==> run_1/cell_density.png <==
Bar = 20 microns. 9 x 9 tiles, from black (low) to pale yellow (high), 0 to 100% covered.
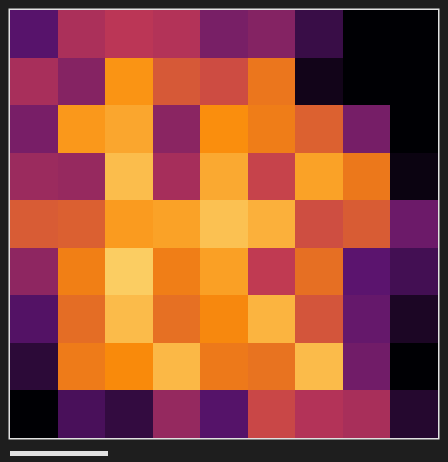
==> run_1/metal_density.png <==
Bar = 20 microns. 18 x 18 tiles, from black (low) to pale yellow (high), scaled to the fullest tile. Values are wire area over tile area, all layers added.
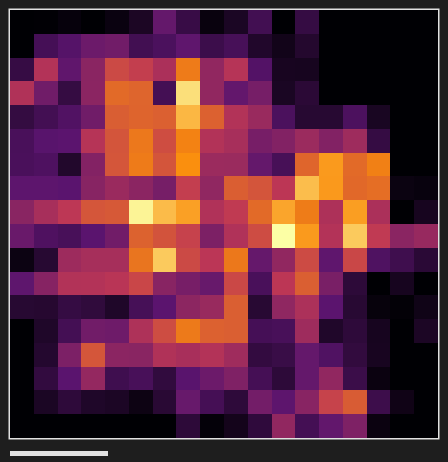
==> run_1/layer_met1.png <==
Bar = 20 microns.
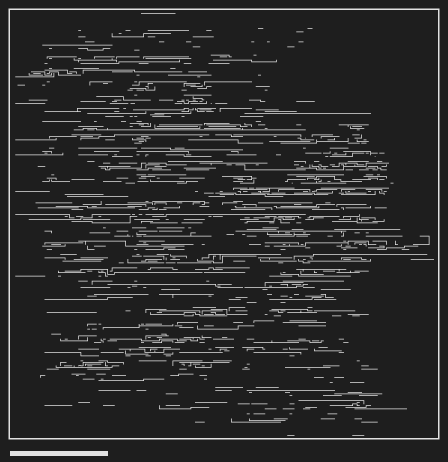
==> run_1/congestion.png <==
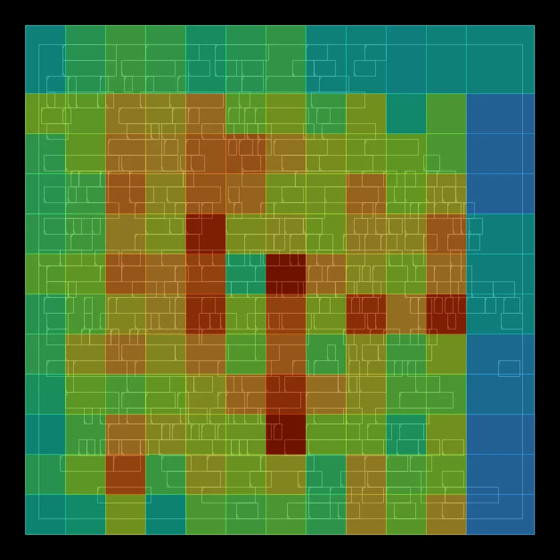
Design ulpi_reg_access, sky130hd; sources not shown.
==> out/qor.yml, run 1 <==
largest_area_cell: "dfrtp_1"
chipArea_sq_um: 7677
synth_stat.cells: 301
finalCritPeriodShare: 0.7438
met3_length_microns: 283
bufAreaShareNonClock: 0.1465
aoi_share: 0.1269
remaining_drc_errors: 0
crit_required_ps: 3360
grt_max_degree: 48
rows: 30
ff_type: "dfrtp_1"
diodes: 0
nets: 382
yosys_area_sq_um: 3007
largestClassByArea: "logic gates"
logic_family: "simple AND/OR/NAND/NOR gates"
path_delay_family: "buffers and inverters"
p_sw_mw: 0.9517
grt_overflow: 0
hp-class: "input pin to asynchronous set/reset pin"
seqCellArea_sq_um: 1426
area_leaders: "dfrtp_1 47%, mux2_2 6.7%, nand2_1 4.2%"
largest_reg_flops: 11
maxUsedRoutingLayer: "met4"
cp_slowest_cell: "clkdlybuf4s50_1"
seq_cells: 57
viasPerCell: 5.260
wl_met1_mm: 3.139
synth-edff-count: 0
grt_pass1_vias: 2287
buffers: 56
clockNetworkAreaShare: 0.06375
syn_to_final_growth_pct: 27.30
ys_sh_xor: 0.02913
status: "finished clean"
logic_gate_count: 217
antenna_found_initial: 0
syn_nets: 334
pwr_density_cell_nw_per_um2: 684.1
ir_worst_vdd_mv: 0.2934
clk_path_buf_depth: 2
switching_share: 0.3635
drt_iter0_markers: 99
path_buffers: 2
max_freq_ghz: 0.3395
comb_power_share: 0.391
inv_count: 8
clockPowerShare: 0.255
p_int_mw: 1.666
die_w_microns: 87.62
grt_pass1_wl_mm: 11.03
path_clk_slew_ps: 70
cts_tree: "done"
synth_cells: 301
rsz0062_at_grt: "false"
holdWs_ps: 50.30
fin_tns_setup_ps: 0
synth.distinct_cells: 62
numCtsBuffers: 9
seq_power_share: 0.354
p_leak_nw: 1.670
taps: 96
placed_cell_area_sq_um: 3563
path_cells: "nor4b_4 > nand2_1 > clkinv_1 > clkdlybuf4s50_1"
n_fill_cell: 586
seq_share: 0.3727
fin_crit_ps: 2945
Notes on cell_density.png above:
The emptiest ninth of the die: north-east. The densest ninth of the die: center. The fullest tile reaches 89%. The mean over all tiles is 48%. 21% of the tiles are over 75% full.
Core Area: 6794 sq um
initial core utilization: 0.4425
final core occ: 0.5634

Notes on metal_density.png above:
18% of the tiles are nearly empty. The fullest tile reaches 0.46. The mean over all tiles is 0.13. The emptiest ninth of the die: north-east.
WL/cell: 14.51 microns
DRT Wirelength: 6.528 mm
gr usage total: 0.1873
via count: 2367

Notes on layer_met1.png above:
The layer holds 48% of the routed length. The longest straight run is 42.8 microns. 338 nets have wire on it.
met1 Usage GRT: 0.2714

Notes on congestion.png above:
met2 usage: 0.2652
GRT Max-Usage Layer: met1
M3 GR Usage: 0.04713

## run 1: power by group through the flow
stage,clock network (mW),logic [mW],registers (mW)
finish,0.669,1.02,0.927
global route,0.708,1.14,0.953
CTS,0.684,1.03,0.927
detailed placement,0,1.02,0.937
global placement,0,1.01,0.934
floorplan,0,0.739,0.903
## run 1: logic make-up (layout without fill, tap and decap cells)
logic type	after synthesis	after routing
buffers and inverters	27	80
AND/OR/NAND/NOR	129	129
multiplexers	18	18
flip-flops	57	57
AND-OR/OR-AND	57	57
adder cells (fa/ha/maj)	3	3
XOR/XNOR	10	10
## run 1: metrics by stage
step | instances | util
detailed placement | 433 | 0.5245
finish | 450 | 0.5634
floorplan | 301 | -
CTS | 449 | 0.5604
global route | 450 | 0.5634
global placement | 433 | 0.5245
==> run 2, diff against run 1 <==
- CORE_UTILIZATION: 43 -> 37
- PLACE_DENSITY: 0.88 -> 0.81
- clock period: 3.96 -> 2.61 ns (I/O delays scaled with it)
==> run_2/cell_density.png <==
Bar = 20 microns. 9 x 9 tiles, from black (low) to pale yellow (high), 0 to 100% covered.
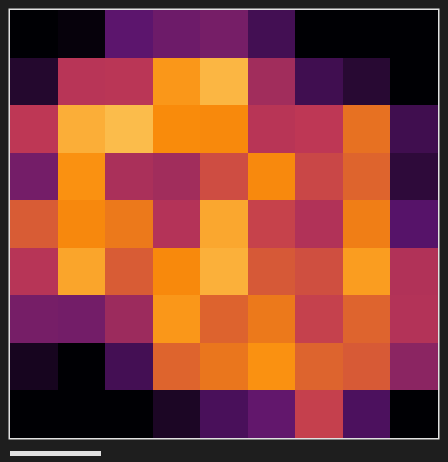
The fullest tile reaches 85%. The mean over all tiles is 44%. The emptiest ninth of the die: south-west.
Core Area: 7807 sq um
initial core utilization: 0.3851
final core occ: 0.5170

==> run 2 against run 1 <==
  * Combinational power rose by 78%
  * First-iteration DRC count fell by 7.1%
  * Cell area rose by 5.5%
  * Synthesized cell count did not move
  * Flip-flop count did not move
  * Routed wire length rose by 5.3%
  * Sequential power rose by 47%
  * Register-to-register slack got worse by 990 ps
  * Sequential share of layout area fell by 1.9 points
  * Clock power rose by 49%
  * Utilization fell by 4.6 points
  * Critical endpoint is now ulpi_data_out[0]
  * Power rose by 60%
==> out/qor.yml, run 2 <==
numCtsBuffers: 9
aoi_share: 0.1269
cp_slowest_cell: "or4b_1"
pwr_density_cell_nw_per_um2: 1037
rsz0062_at_grt: "false"
maxUsedRoutingLayer: "met4"
max_freq_ghz: 0.4020
synth-edff-count: 0
grt_pass1_wl_mm: 11.68
hp-class: "input pin to asynchronous set/reset pin"
path_cells: "ha_1 > and3_4 > and4_4 > or4b_1 > a21oi_1 > nor3_1 > o21a_1"
path_delay_family: "simple AND/OR/NAND/NOR gates"
ir_worst_vdd_mv: 0.5705
syn_to_final_growth_pct: 34.25
ff_type: "dfrtp_1"
seq_power_share: 0.325
largest_area_cell: "dfrtp_1"
die_w_microns: 94.15
met3_length_microns: 396
gr-usage-met1: 0.2222
largest_reg_flops: 11
wl_met1_mm: 3.077
status: "finished clean"
synth_stat.cells: 301
comb_power_share: 0.435
p_sw_mw: 1.490
path_clk_slew_ps: 70
antenna_found_initial: 0
logic_family: "simple AND/OR/NAND/NOR gates"
switching_share: 0.3559
grt_overflow: 0
placed_cell_area_sq_um: 3789
grt_max_degree: 31
nets: 405
area_leaders: "dfrtp_1 47%, mux2_2 6.7%, nand2_1 4.2%"
viasPerCell: 5.221
syn_nets: 334
clk_path_buf_depth: 2
synth.distinct_cells: 62
ys_sh_xor: 0.02913
wl_mm: 6.871
dp.cells: 463
finalCritPeriodShare: 0.9532
crit_required_ps: 2640
routedWlPerCell_microns: 14.34
synth_cells: 301
yosys_area_sq_um: 3007
diodes: 0
use_met2: 0.2679
chipArea_sq_um: 8863
clockPowerShare: 0.240
[run 2: power groups by stage]
stage	combinational, mW	clock, mW	sequential (mW)
3_5_place_dp	1.83	0	1.37
2_1_floorplan	1.12	0	1.37
6_report	1.82	1.00	1.36
4_1_cts	1.84	1.02	1.36
5_1_grt	2.01	1.06	1.39
3_3_place_gp	1.81	0	1.37
[run 2: area by class of cell]
| cell class | instances | area, sq um |
|---|---|---|
| multi-input cells | 217 | 1446 |
| well taps | 102 | 127.6 |
| flip-flops and latches | 57 | 1428 |
| clock inverters | 5 | 102.6 |
| inverters | 8 | 30.03 |
| repair buffers | 79 | 760.7 |
| clock buffers | 11 | 141.4 |
| fillers | 733 | 3771 |
Power figures rest on the tool's default switching activity, not on a simulated workload.
